File: config.mk
export PLATFORM = sky130hd
export DESIGN_NAME = bus_master_port_flat
export DESIGN_NICKNAME = d
export VERILOG_FILES = /design/src/rtl/bus_master_port_if.sv /design/src/rtl/bus_master_port.sv /design/src/flat_wrapper.sv
export SDC_FILE = /design/constraint.sdc
export NUM_CORES = 1
export LEC_CHECK = 0
export CAP_MARGIN = 15
export CORE_MARGIN = 8
export CORE_UTILIZATION = 41
export DETAILED_ROUTE_END_ITERATION = 10
export PLACE_DENSITY = 0.81
export REMOVE_ABC_BUFFERS = 1
export SYNTH_ARGS = -nofsm -noshare
export SYNTH_HDL_FRONTEND = slang
export SYNTH_SLANG_ARGS = --single-unit
File: constraint.sdc
create_clock -name clk_i -period 4.41 [get_ports clk_i]
set_input_delay 1.1025 -clock clk_i [delete_from_list [all_inputs] [get_ports clk_i]]
set_output_delay 1.1025 -clock clk_i [all_outputs]
set_load 0.02 [all_outputs]
File: src/rtl/bus_master_port_if.sv
// rtl/bus_master_port_if.sv - core request/response and bus-side signals of bus_master_port
// Signal suffixes are from the master's point of view; the slave modport is the core/bus side.
interface bus_master_port_if #(
  parameter int DWidth = 32
);
  logic              req_valid_i;
  logic              req_ready_o;
  logic [DWidth-1:0] req_addr_i;
  logic              req_write_i;
  logic [DWidth-1:0] req_wdata_i;
  logic              rsp_valid_o;
  logic [DWidth-1:0] rsp_rdata_o;
  logic              rsp_err_o;
  logic [DWidth-1:0] addr_o;
  logic              trans_o;
  logic              write_o;
  logic [DWidth-1:0] wdata_o;
  logic [DWidth-1:0] rdata_i;
  logic              resp_i;
  logic              ready_i;

  modport master (
    input  req_valid_i, req_addr_i, req_write_i, req_wdata_i, rdata_i, resp_i, ready_i,
    output req_ready_o, rsp_valid_o, rsp_rdata_o, rsp_err_o, addr_o, trans_o, write_o, wdata_o
  );

  modport slave (
    output req_valid_i, req_addr_i, req_write_i, req_wdata_i, rdata_i, resp_i, ready_i,
    input  req_ready_o, rsp_valid_o, rsp_rdata_o, rsp_err_o, addr_o, trans_o, write_o, wdata_o
  );
endinterface

File: src/rtl/bus_master_port.sv
// rtl/bus_master_port.sv - pipelined bus master with overlapped address/data phases
// AP holds the request in address phase, DP the one in data phase; the FSM tracks the data phase.
module bus_master_port #(
  parameter int DWidth = 32
) (
  input logic              clk_i,
  input logic              rst_i,
  bus_master_port_if.master bus
);

  typedef enum logic [1:0] {
    StIdle,
    StData,
    StErr2
  } state_e;

  state_e            state_q, state_d;
  logic              ap_valid_q, ap_valid_d;
  logic [DWidth-1:0] ap_addr_q, ap_addr_d;
  logic              ap_write_q, ap_write_d;
  logic [DWidth-1:0] ap_wdata_q, ap_wdata_d;
  logic              dp_write_q, dp_write_d;
  logic [DWidth-1:0] dp_wdata_q, dp_wdata_d;
  logic              rsp_valid_q, rsp_valid_d;
  logic [DWidth-1:0] rsp_rdata_q, rsp_rdata_d;
  logic              rsp_err_q, rsp_err_d;
  logic              ap_move;
  logic              accept;
  logic              complete;
  logic              complete_err;

  always_comb begin
    state_d      = state_q;
    ap_valid_d   = ap_valid_q;
    ap_addr_d    = ap_addr_q;
    ap_write_d   = ap_write_q;
    ap_wdata_d   = ap_wdata_q;
    dp_write_d   = dp_write_q;
    dp_wdata_d   = dp_wdata_q;
    rsp_valid_d  = 1'b0;
    rsp_rdata_d  = rsp_rdata_q;
    rsp_err_d    = rsp_err_q;
    complete     = 1'b0;
    complete_err = 1'b0;

    // An error response cancels the overlapped address phase; AP is kept for replay.
    ap_move = ap_valid_q & bus.ready_i & (state_q != StErr2)
            & !((state_q == StData) & bus.resp_i);
    accept  = bus.req_valid_i & (!ap_valid_q | ap_move);

    case (state_q)
      StIdle: begin
        if (ap_move) state_d = StData;
      end
      StData: begin
        if (bus.ready_i) begin
          complete     = 1'b1;
          complete_err = bus.resp_i;
          state_d      = ap_move ? StData : StIdle;
        end else if (bus.resp_i) begin
          state_d = StErr2;
        end
      end
      StErr2: begin
        if (bus.ready_i) begin
          complete     = 1'b1;
          complete_err = 1'b1;
          state_d      = StIdle;
        end
      end
      default: state_d = StIdle;
    endcase

    if (ap_move) begin
      dp_write_d = ap_write_q;
      dp_wdata_d = ap_wdata_q;
      ap_valid_d = 1'b0;
    end
    if (accept) begin
      ap_valid_d = 1'b1;
      ap_addr_d  = bus.req_addr_i;
      ap_write_d = bus.req_write_i;
      ap_wdata_d = bus.req_wdata_i;
    end

    if (complete) begin
      rsp_valid_d = 1'b1;
      rsp_err_d   = complete_err;
      rsp_rdata_d = dp_write_q ? '0 : bus.rdata_i;
    end
  end

  always_ff @(posedge clk_i or posedge rst_i) begin
    if (rst_i) begin
      state_q     <= StIdle;
      ap_valid_q  <= 1'b0;
      ap_addr_q   <= '0;
      ap_write_q  <= 1'b0;
      ap_wdata_q  <= '0;
      dp_write_q  <= 1'b0;
      dp_wdata_q  <= '0;
      rsp_valid_q <= 1'b0;
      rsp_rdata_q <= '0;
      rsp_err_q   <= 1'b0;
    end else begin
      state_q     <= state_d;
      ap_valid_q  <= ap_valid_d;
      ap_addr_q   <= ap_addr_d;
      ap_write_q  <= ap_write_d;
      ap_wdata_q  <= ap_wdata_d;
      dp_write_q  <= dp_write_d;
      dp_wdata_q  <= dp_wdata_d;
      rsp_valid_q <= rsp_valid_d;
      rsp_rdata_q <= rsp_rdata_d;
      rsp_err_q   <= rsp_err_d;
    end
  end

  assign bus.req_ready_o = !ap_valid_q | ap_move;
  assign bus.trans_o     = ap_valid_q & (state_q != StErr2);
  assign bus.addr_o      = ap_addr_q;
  assign bus.write_o     = ap_write_q;
  assign bus.wdata_o     = (state_q != StIdle) ? dp_wdata_q : '0;
  assign bus.rsp_valid_o = rsp_valid_q;
  assign bus.rsp_rdata_o = rsp_rdata_q;
  assign bus.rsp_err_o   = rsp_err_q;

endmodule

File: src/flat_wrapper.sv
// flat-port wrapper written by rule: the top's interface ports become plain ports
module bus_master_port_flat 
#(
  parameter int DWidth = 32
)
  (clk_i, rst_i, bus_req_valid_i, bus_req_addr_i, bus_req_write_i, bus_req_wdata_i, bus_rdata_i, bus_resp_i, bus_ready_i, bus_req_ready_o, bus_rsp_valid_o, bus_rsp_rdata_o, bus_rsp_err_o, bus_addr_o, bus_trans_o, bus_write_o, bus_wdata_o);
  bus_master_port_if #(.DWidth(DWidth)) bus_i ();
  input logic clk_i;
  input logic rst_i;
  input wire logic [$bits(bus_i.req_valid_i)-1:0] bus_req_valid_i;
  input wire logic [$bits(bus_i.req_addr_i)-1:0] bus_req_addr_i;
  input wire logic [$bits(bus_i.req_write_i)-1:0] bus_req_write_i;
  input wire logic [$bits(bus_i.req_wdata_i)-1:0] bus_req_wdata_i;
  input wire logic [$bits(bus_i.rdata_i)-1:0] bus_rdata_i;
  input wire logic [$bits(bus_i.resp_i)-1:0] bus_resp_i;
  input wire logic [$bits(bus_i.ready_i)-1:0] bus_ready_i;
  output wire logic [$bits(bus_i.req_ready_o)-1:0] bus_req_ready_o;
  output wire logic [$bits(bus_i.rsp_valid_o)-1:0] bus_rsp_valid_o;
  output wire logic [$bits(bus_i.rsp_rdata_o)-1:0] bus_rsp_rdata_o;
  output wire logic [$bits(bus_i.rsp_err_o)-1:0] bus_rsp_err_o;
  output wire logic [$bits(bus_i.addr_o)-1:0] bus_addr_o;
  output wire logic [$bits(bus_i.trans_o)-1:0] bus_trans_o;
  output wire logic [$bits(bus_i.write_o)-1:0] bus_write_o;
  output wire logic [$bits(bus_i.wdata_o)-1:0] bus_wdata_o;
  assign bus_i.req_valid_i = bus_req_valid_i;
  assign bus_i.req_addr_i = bus_req_addr_i;
  assign bus_i.req_write_i = bus_req_write_i;
  assign bus_i.req_wdata_i = bus_req_wdata_i;
  assign bus_i.rdata_i = bus_rdata_i;
  assign bus_i.resp_i = bus_resp_i;
  assign bus_i.ready_i = bus_ready_i;
  assign bus_req_ready_o = bus_i.req_ready_o;
  assign bus_rsp_valid_o = bus_i.rsp_valid_o;
  assign bus_rsp_rdata_o = bus_i.rsp_rdata_o;
  assign bus_rsp_err_o = bus_i.rsp_err_o;
  assign bus_addr_o = bus_i.addr_o;
  assign bus_trans_o = bus_i.trans_o;
  assign bus_write_o = bus_i.write_o;
  assign bus_wdata_o = bus_i.wdata_o;
  bus_master_port #(.DWidth(DWidth)) u_core (.clk_i(clk_i), .rst_i(rst_i), .bus(bus_i));
endmodule
==> reports/summary.log <==
[synth] Syn. warnings 0
[floorplanning] area enclosed by the die boundary 18300 um2
[finish] ClkCell Share 6.88%
[finish] layout cell share with drive strength beyond 1 10.5%
[global_routing] pin count of the biggest net entering global routing 83
[power_and_ir_drop] part of the power in combinational logic 41.0%
[synth] Area leader share 57.9%
[power_and_ir_drop] leakage power summed over all cells 0.00377 uW
[drt] iteration-0 DRC count of the detailed router 321
[placed_design] DP Area 7950 um2
[worst_hold_path] source of the worst hold timing path u_core.bus.rsp_rdata_o[20]
[placed_design] instance count after placement with tap cells included 908
[power_and_ir_drop] Clock group 1400 uW
[global_routing] layer with the highest usage after global routing met2
[power_and_ir_drop] Cell Pwr Density 673 nW/um2
[placed_design] GP Congestion 0.760
[cts] maximum level of the CTS H-tree 4
[power_and_ir_drop] Reg power frac 34.6%
[worst_hold_path] cell depth of the worst min-delay path 2
[finish] non-clock buffer total of the final layout 210
[timing] period utilisation layout 84.9%
[power_and_ir_drop] cell-internal power 3720 uW
[setup_path] slowest cell on the critical path sky130_fd_sc_hd__clkdlybuf4s50_1
[outcome] run status completed
[drt] length of routed wiring on met1 6700 um
[finish] combinational gate count 378
[setup_path] kind of cell adding the most delay to the critical path buffers and inverters
[power_and_ir_drop] total power 5750 uW
[timing] hold slack 0.476 ns
[finish] finished layout cell area 8540 um2
[setup_path] end of the critical path bus_req_ready_o
[finish] Clock buffer cells 19
[setup_path] Max Fanout on Critical Path 4
[placed_design] placed wire-length estimate after detailed placement 11600 um
[setup_path] maximum cell stage delay along the critical path 0.61 ns
[timing] final-layout setup total negative slack 0 ns
[floorplanning] boundary pin count 203
[synth] Registers, synthesis 135
[setup_path] RR Startpoint u_core.state_q[1]
[timing] measured slew at the worst slew-check pin 0.770 ns
[synth] per-instance average area after synthesis 10.3 um2
[setup_path] critical path buffer and inverter count 3
[floorplanning] die width 135 um
[drt] max layer used met5
[cts] CTS tree built
[setup_path] logic depth of the worst path, buffers included 5
[finish] final net count 852
[setup_path] Req. time, crit path 3.31 ns
[finish] num sequential 135
[power_and_ir_drop] worst supply voltage drop on vdd 286 uV
[timing] Setup Skew 0.00862 ns
[power_and_ir_drop] NetSw 2020 uW
[finish] Inverters 5
[floorplanning] standard-cell row count 43
[drt] average via count per standard cell 5.10
[timing] RSZ-0062 raised after global routing false
[synth] Synth Instances 564
[setup_path] worst-case reg-to-reg path depth 6
[floorplanning] # Taps 180
[cts] Worst-path clk slew 0.06 ns
[finish] Comb/total area 26.0%
[drt] met2 wire length 8730 um
[timing] total count of max-transition violations in the final report 0
[drt] post-detailed-route DRC marker count 0
[timing] maximum clock frequency 267 MHz
[global_routing] first-pass GRT wire length 26700 um
[drt] ANT nets after route 0
[finish] highest-count cells in the layout ignoring fill and taps 201 x sky130_fd_sc_hd__clkdlybuf4s50_1, 164 x sky130_fd_sc_hd__nand2_1, 135 x sky130_fd_sc_hd__dfrtp_1, 65 x sky130_fd_sc_hd__o22ai_1
[drt] WL met3 1090 um
[setup_path] worst reg2reg setup slack 2.04 ns
[drt] number of optimization iterations in the first detailed-route pass 5
[synth] Area contributors post-synth sky130_fd_sc_hd__dfrtp_1 58%, sky130_fd_sc_hd__nand2_1 11%, sky130_fd_sc_hd__mux2_4 7.2%
[synth] part of the Yosys area used for sequential elements 57.9%
[timing] worst relative slew slack 48.7%
[cts] maximum buffer depth of the clock tree 2
[finish] buffer share of cell area 24.6%
[finish] Storage cell area 3380 um2
[finish] cell class ranked first by area flip-flops and latches
[timing] hold violation count in the final report 0
[power_and_ir_drop] group drawing the most power combinational logic
[power_and_ir_drop] Switching Fraction 35.2%
[synth] Yosys chip area 5830 um2
[synth] Synth Cell Area 5830 um2
[cts] hold_buf cts 0
[cts] clock latency reported for the late side of the worst-skew pair 0.41 ns
[setup_path] most frequent CP cell sky130_fd_sc_hd__clkdlybuf4s50_1
[finish] logic area 2220 um2
[job] Maximum Capacitance Violations 0
==> logic make-up after synthesis <==
family                   Yosys count  synth area share (%)
AND-OR/OR-AND                    103                  10.5
flip-flops                       135                  57.9
buffers and inverters             51                  4.23
multiplexers                      34                  8.34
AND/OR/NAND/NOR                  238                  18.4
adder cells (fa/ha/maj)            3                 0.644
==> synthesized netlist by cell type <==
cell type,n
sky130_fd_sc_hd__o22ai_1,65
sky130_fd_sc_hd__nor2b_1,34
sky130_fd_sc_hd__mux2_2,5
sky130_fd_sc_hd__dfrtp_1,135
sky130_fd_sc_hd__clkbuf_1,25
sky130_fd_sc_hd__inv_1,5
sky130_fd_sc_hd__a21boi_1,1
sky130_fd_sc_hd__o21ai_0,34
sky130_fd_sc_hd__nand2_1,164
sky130_fd_sc_hd__nor2_1,1
sky130_fd_sc_hd__a21oi_2,1
sky130_fd_sc_hd__mux2i_1,1
sky130_fd_sc_hd__buf_6,4
sky130_fd_sc_hd__ha_1,3
sky130_fd_sc_hd__and3_1,2
sky130_fd_sc_hd__nand3_1,1
sky130_fd_sc_hd__nand2b_1,34
sky130_fd_sc_hd__buf_1,3
sky130_fd_sc_hd__buf_4,3
sky130_fd_sc_hd__o311ai_0,2
sky130_fd_sc_hd__or2_2,1
sky130_fd_sc_hd__nor3_1,1
sky130_fd_sc_hd__mux2_4,28
sky130_fd_sc_hd__buf_2,11
==> tightest hold or removal path: stages (launching register included) <==
cell	delay, ns
sky130_fd_sc_hd__dfrtp_1	0.34
sky130_fd_sc_hd__nand2_1	0.04
sky130_fd_sc_hd__o21ai_0	0.06
Figure 1. M1 wires.
Supply wires on this layer in grey.
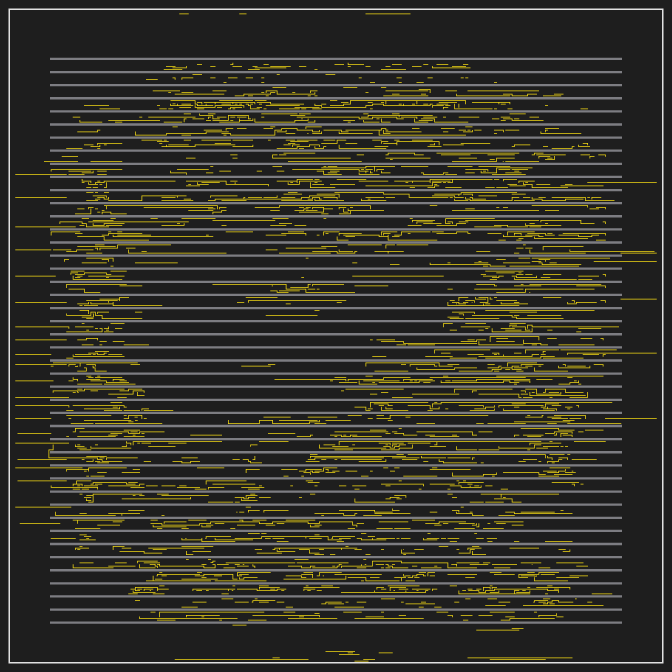
longest straight run: 41.9 um
nets with wire on the layer: 754
routed vias: 4793
met1 layer usage reported by global route: 20.8%
final wirelength: 17000 um

Figure 2. Cell placement.
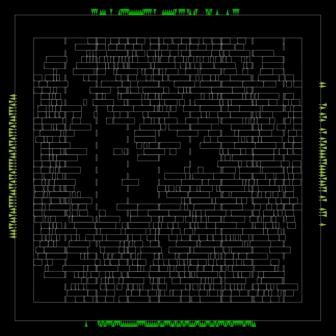
Post-Route Utilization: 61.5%
Std-Cell Core Area: 13900 um2
non-filler cells, final: 940
sequential share of cell area: 39.5%

Figure 3. Routed metal per tile.
The die is cut into 27 by 27 equal tiles; black is low, pale yellow is high, scaled to the fullest tile. Values are wire area over tile area, all layers added.
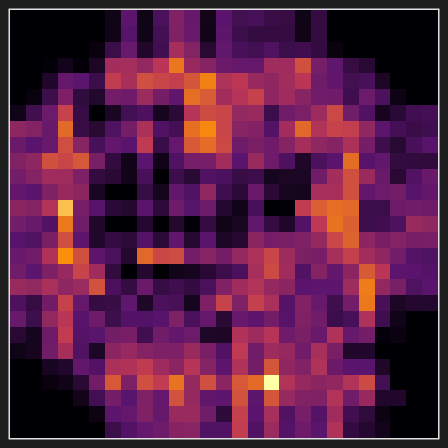
tiles over half the peak: 11%
mean over tiles: 0.15
nearly empty tiles: 15%
fullest tile: 0.58
Tot GR Track Use: 18.4%
routed len/inst: 18.0 um

Power and IR drop assume default switching activity.
